## src/rtl/seq_shifter_if.sv

```systemverilog
// Request/result bundle for seq_shifter; the arith field exists only with SEQ_SHIFTER_ARITH_EN.
// Pure wiring, no latency; the requester must hold off start while busy is high.
interface seq_shifter_if #(
    parameter int WIDTH = 16,
    parameter int AMT_W = 5
);
    logic             start;
    logic [WIDTH-1:0] rt;
    logic [AMT_W-1:0] imm;
    logic             control;
`ifdef SEQ_SHIFTER_ARITH_EN
    logic             arith;
`endif
    logic             busy;
    logic             done;
    logic [WIDTH-1:0] shiftresult;

    modport master (
`ifdef SEQ_SHIFTER_ARITH_EN
        output arith,
`endif
        output start, rt, imm, control,
        input  busy, done, shiftresult
    );

    modport slave (
`ifdef SEQ_SHIFTER_ARITH_EN
        input  arith,
`endif
        input  start, rt, imm, control,
        output busy, done, shiftresult
    );
endinterface

```

## src/rtl/seq_shifter.sv

```systemverilog
// Iterative shifter, one bit per clock; SEQ_SHIFTER_ARITH_EN adds arithmetic right shifts.
// Latency: done pulses min(imm,WIDTH)+1 cycles after start is accepted.
// Backpressure: start is honoured only in IDLE; requests while busy are dropped, not queued.
module seq_shifter #(
    parameter int WIDTH = 16,
    parameter int AMT_W = 5
) (
    input  logic         clk,
    input  logic         reset,
    seq_shifter_if.slave bus
);
    typedef enum logic [1:0] {IDLE, SHIFT, DONE} state_t;

    localparam logic [AMT_W-1:0] WIDTH_AMT = AMT_W'(WIDTH);

    state_t           state, state_nxt;
    logic [AMT_W-1:0] cnt;
    logic [AMT_W-1:0] amt_clamped;
    logic [WIDTH-1:0] opnd;
    logic             dir_left;
    logic             fill;
    logic             load_fill;

    assign amt_clamped = (bus.imm > WIDTH_AMT) ? WIDTH_AMT : bus.imm;

    // Fill bit is fixed at capture so later changes on rt cannot leak into the shift.
`ifdef SEQ_SHIFTER_ARITH_EN
    assign load_fill = ~bus.control & bus.arith & bus.rt[WIDTH-1];
`else
    assign load_fill = 1'b0;
`endif

    always_ff @(posedge clk) begin
        if (reset) begin
            state <= IDLE;
        end else begin
            state <= state_nxt;
        end
    end

    always_comb begin
        state_nxt = state;
        case (state)
            IDLE: begin
                if (bus.start) begin
                    state_nxt = (amt_clamped == '0) ? DONE : SHIFT;
                end
            end
            SHIFT: begin
                if (cnt == AMT_W'(1)) begin
                    state_nxt = DONE;
                end
            end
            DONE:    state_nxt = IDLE;
            default: state_nxt = IDLE;
        endcase
    end

    always_ff @(posedge clk) begin
        if (reset) begin
            cnt      <= '0;
            opnd     <= '0;
            dir_left <= 1'b0;
            fill     <= 1'b0;
        end else begin
            case (state)
                IDLE: begin
                    if (bus.start) begin
                        cnt      <= amt_clamped;
                        opnd     <= bus.rt;
                        dir_left <= bus.control;
                        fill     <= load_fill;
                    end
                end
                SHIFT: begin
                    opnd <= dir_left ? {opnd[WIDTH-2:0], 1'b0} : {fill, opnd[WIDTH-1:1]};
                    cnt  <= cnt - AMT_W'(1);
                end
                default: ;
            endcase
        end
    end

    assign bus.busy        = (state != IDLE);
    assign bus.done        = (state == DONE);
    assign bus.shiftresult = opnd;
endmodule
```

## src/flat_wrapper.sv

```systemverilog
// flat-port wrapper written by rule: the top's interface ports become plain ports
module seq_shifter_flat 
#(
    parameter int WIDTH = 16,
    parameter int AMT_W = 5
)
  (clk, reset, bus_start, bus_rt, bus_imm, bus_control, bus_busy, bus_done, bus_shiftresult);
  seq_shifter_if #(.WIDTH(WIDTH), .AMT_W(AMT_W)) bus_i ();
  input  logic clk;
  input  logic reset;
  input wire logic [$bits(bus_i.start)-1:0] bus_start;
  input wire logic [$bits(bus_i.rt)-1:0] bus_rt;
  input wire logic [$bits(bus_i.imm)-1:0] bus_imm;
  input wire logic [$bits(bus_i.control)-1:0] bus_control;
  output wire logic [$bits(bus_i.busy)-1:0] bus_busy;
  output wire logic [$bits(bus_i.done)-1:0] bus_done;
  output wire logic [$bits(bus_i.shiftresult)-1:0] bus_shiftresult;
  assign bus_i.start = bus_start;
  assign bus_i.rt = bus_rt;
  assign bus_i.imm = bus_imm;
  assign bus_i.control = bus_control;
  assign bus_busy = bus_i.busy;
  assign bus_done = bus_i.done;
  assign bus_shiftresult = bus_i.shiftresult;
  seq_shifter #(.WIDTH(WIDTH), .AMT_W(AMT_W)) u_core (.clk(clk), .reset(reset), .bus(bus_i));
endmodule
```

## config.mk

```make
export PLATFORM = sky130hd
export DESIGN_NAME = seq_shifter_flat
export DESIGN_NICKNAME = d
export VERILOG_FILES = /design/src/rtl/seq_shifter_if.sv /design/src/rtl/seq_shifter.sv /design/src/flat_wrapper.sv
export SDC_FILE = /design/constraint.sdc
export NUM_CORES = 1
export LEC_CHECK = 0
export ABC_CLOCK_PERIOD_IN_PS = 1890
export CAP_MARGIN = 20
export CORE_MARGIN = 4
export CORE_UTILIZATION = 46
export DETAILED_ROUTE_END_ITERATION = 8
export PLACE_DENSITY = 0.79
export SYNTH_ARGS = -nofsm -noshare
export SYNTH_HDL_FRONTEND = slang
export SYNTH_SLANG_ARGS = --single-unit
export TNS_END_PERCENT = 50
```

## constraint.sdc

```tcl
create_clock -name clk -period 1.89 [get_ports clk]
set_clock_uncertainty 0.15 [all_clocks]
set_input_delay 0.189 -clock clk [delete_from_list [all_inputs] [get_ports clk]]
set_output_delay 0.189 -clock clk [all_outputs]
set_load 0.005 [all_outputs]
```

Fig. 1: metal 1
(8 px per um) Supply wires on this layer in gray. Cells faint in the background.
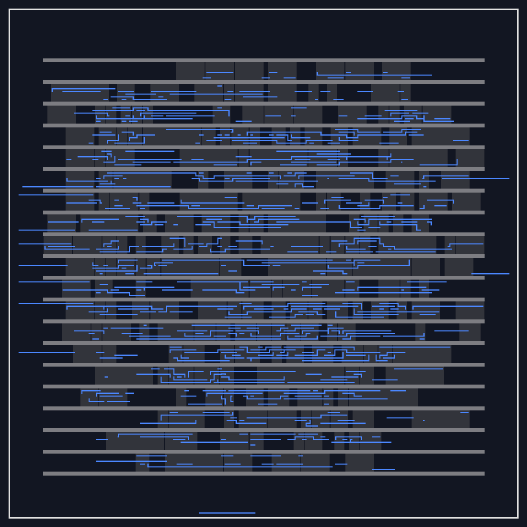
The wires run mostly horizontal. The layer carries 1,780 um of wire. 237 nets have wire on it.
global routing usage on met1: 27.2%
via count: 1,465
WL final: 3940 um

==> qor.csv <==
metric;value;unit
status;complete, no violations;
fillCellCount;246;
post-place-cells;258;
layout_setup_ws;0.123;ns
placed_cell_area;1870;um2
cts_resized;1;
synthToLayoutAreaGrowth;36.5;%
ys_cells;188;
postCtsSetupBuffers;0;
diodes;0;
min_period;1.77;ns
yosysSeqAreaShare;34.0;%
cts_buffer_depth;2;
cts.htree.levels;1;
netlist_area;1410;um2
sh_comb_area;39.5;%
reg2reg_from;u_core.cnt[0];
enable_flop_cells;0;
rrSetupSlack;0.30;ns
postCtsHoldBufs;0;
dr.pass1.iters;4;
min_to;u_core.dir_left;
antenna_found_initial;0;
final-seq-area;484;um2
grt_overflow;0;
regToRegEndpoint;u_core.state[0];
cts_inserted_buffers;3;
coreArea;2850;um2
utilization;67.5;%
yosys_most_used_dff;dfxtp_1;
fin_setup_tns;0;ns
fmax;566;MHz
dp_slack;0.0999;ns
seq_share;25.1;%
hp-class;primary input to register;
nonClkBufAreaFrac;26.4;%
cap_violations;0;
clock_cell_area_share;2.73;%
final_cell_count_no_fill;262;
finalHoldViolCount;0;
clock_buffers;3;
cp-endpoint;bus_busy;
yosys_area;1410;um2
clkLatencyLatePin;0.34;ns
path_buffers;2;
slowest_delay;0.49;ns
Fig. 2: the metal 2 layer
(8 px per um)
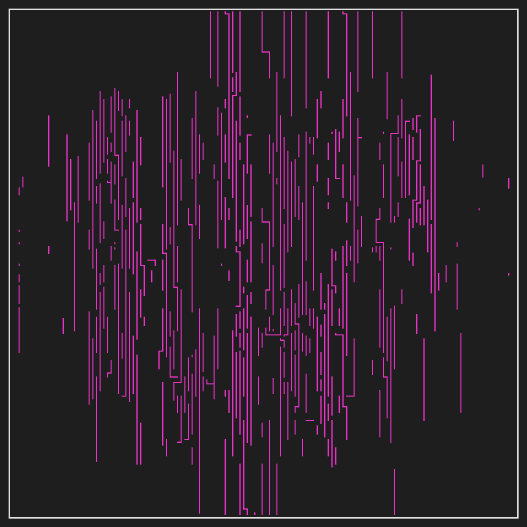
The layer holds 48% of the routed length. The layer carries 1,910 um of wire. The wires run mostly vertical. 205 nets have wire on it.
met2 Track Usage GR: 33.1%

==> layer usage <==
metal | vias to the layer above | GRT usage (%) | part of all wire, %
met4 | 0 | 7.55 | 1.3
met2 | 49 | 33.1 | 48
li1 | 732 | - | -
met3 | 6 | 3.20 | 5.0
met5 | - | 0 | 0
met1 | 678 | 27.2 | 45
==> kinds of logic (layout without fill, tap and decap cells) <==
family,after synthesis,in the layout,share of synthesized area [%]
flops,24,24,34.0
compound gates,38,38,16.9
buf+inv,35,78,12.1
mux,15,15,10.6
fa+ha+maj,2,2,1.77
simple gates,74,74,24.6
==> where the power goes <==
group | switching (uW) | total [uW] | internal, uW | leakage (uW)
logic | 206 | 455 | 249 | 0.000566
clock network | 174 | 389 | 215 | 0.0000279
registers | 63.1 | 623 | 560 | 0.000200
Power is estimated from default activity; no workload was simulated.
